==> images/port_trees.png <==
(1 px per um)
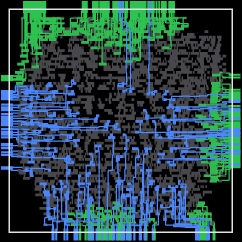
==> images/clock_wires.png <==
(1.5 px per um)
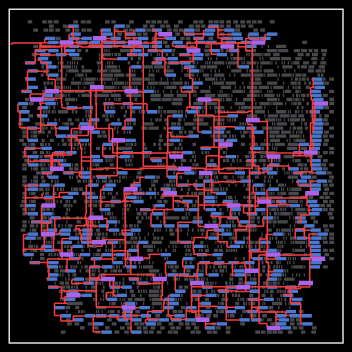
==> images/m4.png <==
(1.5 px per um) Supply wires on this layer in grey.
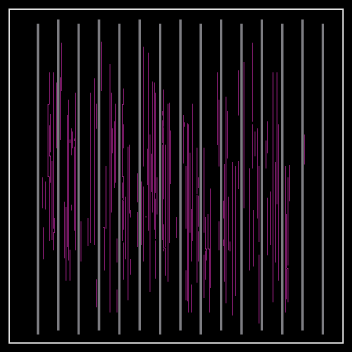
==> config.mk <==
export PLATFORM = sky130hd
export DESIGN_NAME = toggle_cover_detector_flat
export DESIGN_NICKNAME = d
export VERILOG_FILES = /design/src/rtl/toggle_cover_detector_if.sv /design/src/rtl/toggle_cover_detector.sv /design/src/flat_wrapper.sv
export SDC_FILE = /design/constraint.sdc
export NUM_CORES = 1
export LEC_CHECK = 0
export CAP_MARGIN = 10
export CORE_MARGIN = 5
export CORE_UTILIZATION = 45
export DETAILED_ROUTE_END_ITERATION = 8
export GPL_TIMING_DRIVEN = 0
export HOLD_SLACK_MARGIN = 0.08
export PLACE_DENSITY = 0.67
export SETUP_SLACK_MARGIN = 0.4
export SYNTH_ARGS = -nofsm -noshare
export SYNTH_HDL_FRONTEND = slang
export SYNTH_SLANG_ARGS = --single-unit
export TNS_END_PERCENT = 50
==> constraint.sdc <==
create_clock -name gbl_clk -period 19.7 [get_ports gbl_clk]
set_input_delay 3.94 -clock gbl_clk [delete_from_list [all_inputs] [get_ports gbl_clk]]
set_output_delay 3.94 -clock gbl_clk [all_outputs]
set_load 0.1 [all_outputs]
==> impl_metrics.ini <==
; yosys + openroad results
[status]
status = complete, no violations

[synth]
area_leaders = dfxtp_1 (42%), fa_1 (15%), a21oi_1 (8.1%)
ys_ff = 426
top_area_cell = dfxtp_1
ys_seq_share_pct = 42.4
syn_inst = 2142
synth_nets = 2428
post_synth.cell_area_avg_um2 = 9.40
ff_type = dfxtp_1
async_reset_ff_share_pct = 0
yosys_warnings = 0

[route]
met2_wirelength_um = 38300
first_pass_iters = 6
drt_iter0_drc = 2324

[critical_path]
r2r_slack_ns = 9.82
crit_type = input port to flip-flop
reg2reg_depth = 25
crit_required_ns = 20.19
critPathMaxStageDelay_ns = 0.82
slowest_stage = a21oi_1
crit_arrival_ns = 13.53
cpMostUsedCell = fa_1

[power]
power_frac_seq_pct = 37.0
swShare_pct = 30.4
p_int_uw = 1690
ir_drop_v = 0.0000864
p_leak_uw = 0.0103

[min_path]
hp-class = flip-flop to flip-flop

[sta]
fin_crit_ns = 13.05
hold_viol = 0
slew_headroom_pct = 18.4

[global_route]
gr-total-overflow = 0
grt_pass1_vias = 17700
grt_first_pass_wirelength_um = 122000

[place]
place_hpwl_um = 66800

[clock_tree]
cts_tree = yes
cts_root_buffer = clkbuf_16
clk_pin_slew_worst_paths_ns = 0.06
clockBufferDepth = 3
cts_hold_buf = 0

[finish]
comb_area_mm2 = 0.00995
synthToLayoutAreaGrowth_pct = 25.2
regArea_mm2 = 0.00853

[flow_run]
cap_violations = 0
tool_warnings = 27

[die]
chipHeight_um = 222
-- port_trees.png (at the start) --
- blue: `bus_sig` (bits 83; direction input; edge 35 south, 31 west, 14 east, 3 north; end cells 251; wire 5780 um)
- green: `bus_valid` (bits 166; direction output; edge 86 north, 41 east, 35 south, 4 west; end cells 166; wire 4460 um)
IO buf count: 261
I/O pin cnt: 263

-- clock_wires.png (at the start) --
- red: clock wires (length 5520 um)
- blue: flip-flops (count 426)
- purple: clock-net drivers (count 47)
- routed clock nets: 48
clk pwr: 977 uW
clk_skew: 0.0274 ns
clock group share of total power: 40.2%
worst skew pair latency: 0.61 ns

-- m4.png (at the start) --
- nets with wire on the layer: 101
- share of all routed wire: 7.4%
- main direction: vertical
- longest straight run: 165 um
- wire length on this layer: 6370 um
Routed WL: 86400 um
Vias: 17700

==> power groups by stage <==
stage | registers [uW] | logic [uW] | clock network (uW)
after global routing | 900 | 603 | 1020
final | 899 | 553 | 977
after detailed placement | 917 | 544 | 0
after CTS | 898 | 545 | 981
after global placement | 916 | 531 | 0
after floorplan | 963 | 323 | 0
==> area by class of cell <==
| class | instances | area share, % |
|---|---|---|
| Clock inverter | 26 | 1.50 |
| Antenna cell | 1 | 0.00993 |
| Multi-Input combinational cell | 1303 | 39.5 |
| Tap cell | 592 | 2.94 |
| Timing Repair Buffer | 261 | 10.4 |
| Clock buffer | 61 | 5.32 |
| Inverter | 288 | 4.29 |
| Sequential cell | 426 | 33.8 |
| Buffer | 125 | 2.25 |
==> per-layer routing <==
layer | track usage, % | vias up
met5 | 0 | -
met4 | 20.7 | 2
met3 | 7.55 | 299
met2 | 53.1 | 1137
met1 | 43.6 | 8677
li1 | - | 7626
==> cell usage in the layout (no fill, tap or decap), types with 9 or more instances in the layout <==
cell type and n:
clkbuf_8 9, inv_1 286, clkbuf_16 48, nor4_1 41, nand2_1 169, buf_2 46, fa_1 155, nor2b_1 9
nor2_1 209, ha_1 44, clkdlybuf4s50_1 261, clkinv_2 13, bufinv_16 9, dfxtp_1 426, mux2i_1 83, clkbuf_1 71
a21oi_1 325, and2_1 50, nand3b_1 27, nand4_1 9, nand4b_1 139
==> kinds of logic (layout without fill, tap and decap cells) <==
logic type               count (synthesis)  in the layout  synth area share [%]
buffers and inverters                  413            761                  8.20
adder cells (fa/ha/maj)                199            199                  18.1
AND/OR/NAND/NOR                        673            673                  18.2
multiplexers                            83             83                  4.13
flip-flops                             426            426                  42.4
other                                    0              1                     0
AND-OR/OR-AND                          341            341                  8.65
XOR/XNOR                                 7              7                 0.305
==> Yosys cell counts (all sizes together) (2+ instances only) <==
cell,instances
nand2,169
clkbuf,67
nor3,3
nand4,9
nor2,209
dfxtp,426
nor2b,9
mux2i,83
fa,155
nand4b,140
nand3b,28
a21oi,326
inv,287
nand2b,7
ha,44
and2,51
buf,58
o21a,2
xnor2,7
nor4,41
o21ai,5
==> metrics by stage <==
stage / util (%) / setup WS, ns / power, uW / area (um^2) / hold slack, ns
2_1_floorplan: - / 8.01 / 1290 / 20100 / 0.432
3_3_place_gp: 53.1 / 6.31 / 1450 / 23500 / 0.444
3_5_place_dp: 53.1 / 6.22 / 1460 / 23500 / 0.452
4_1_cts: 57.0 / 6.81 / 2420 / 25200 / 0.461
5_1_grt: 57.0 / 6.39 / 2520 / 25200 / 0.473
6_report: 57.0 / 6.65 / 2430 / 25200 / 0.463
==> worst reg2reg max path: cells and delay by family, from the launching register on <==
| family | cells | cell delay [ns] |
|---|---|---|
| AOI/OAI and AO/OA | 4 | 1.37 |
| adders and majority gates | 12 | 5.75 |
| buffers and inverters | 5 | 1.33 |
| DFF | 1 | 0.36 |
| and+or+nand+nor | 4 | 0.97 |
Power and IR drop assume default switching activity.
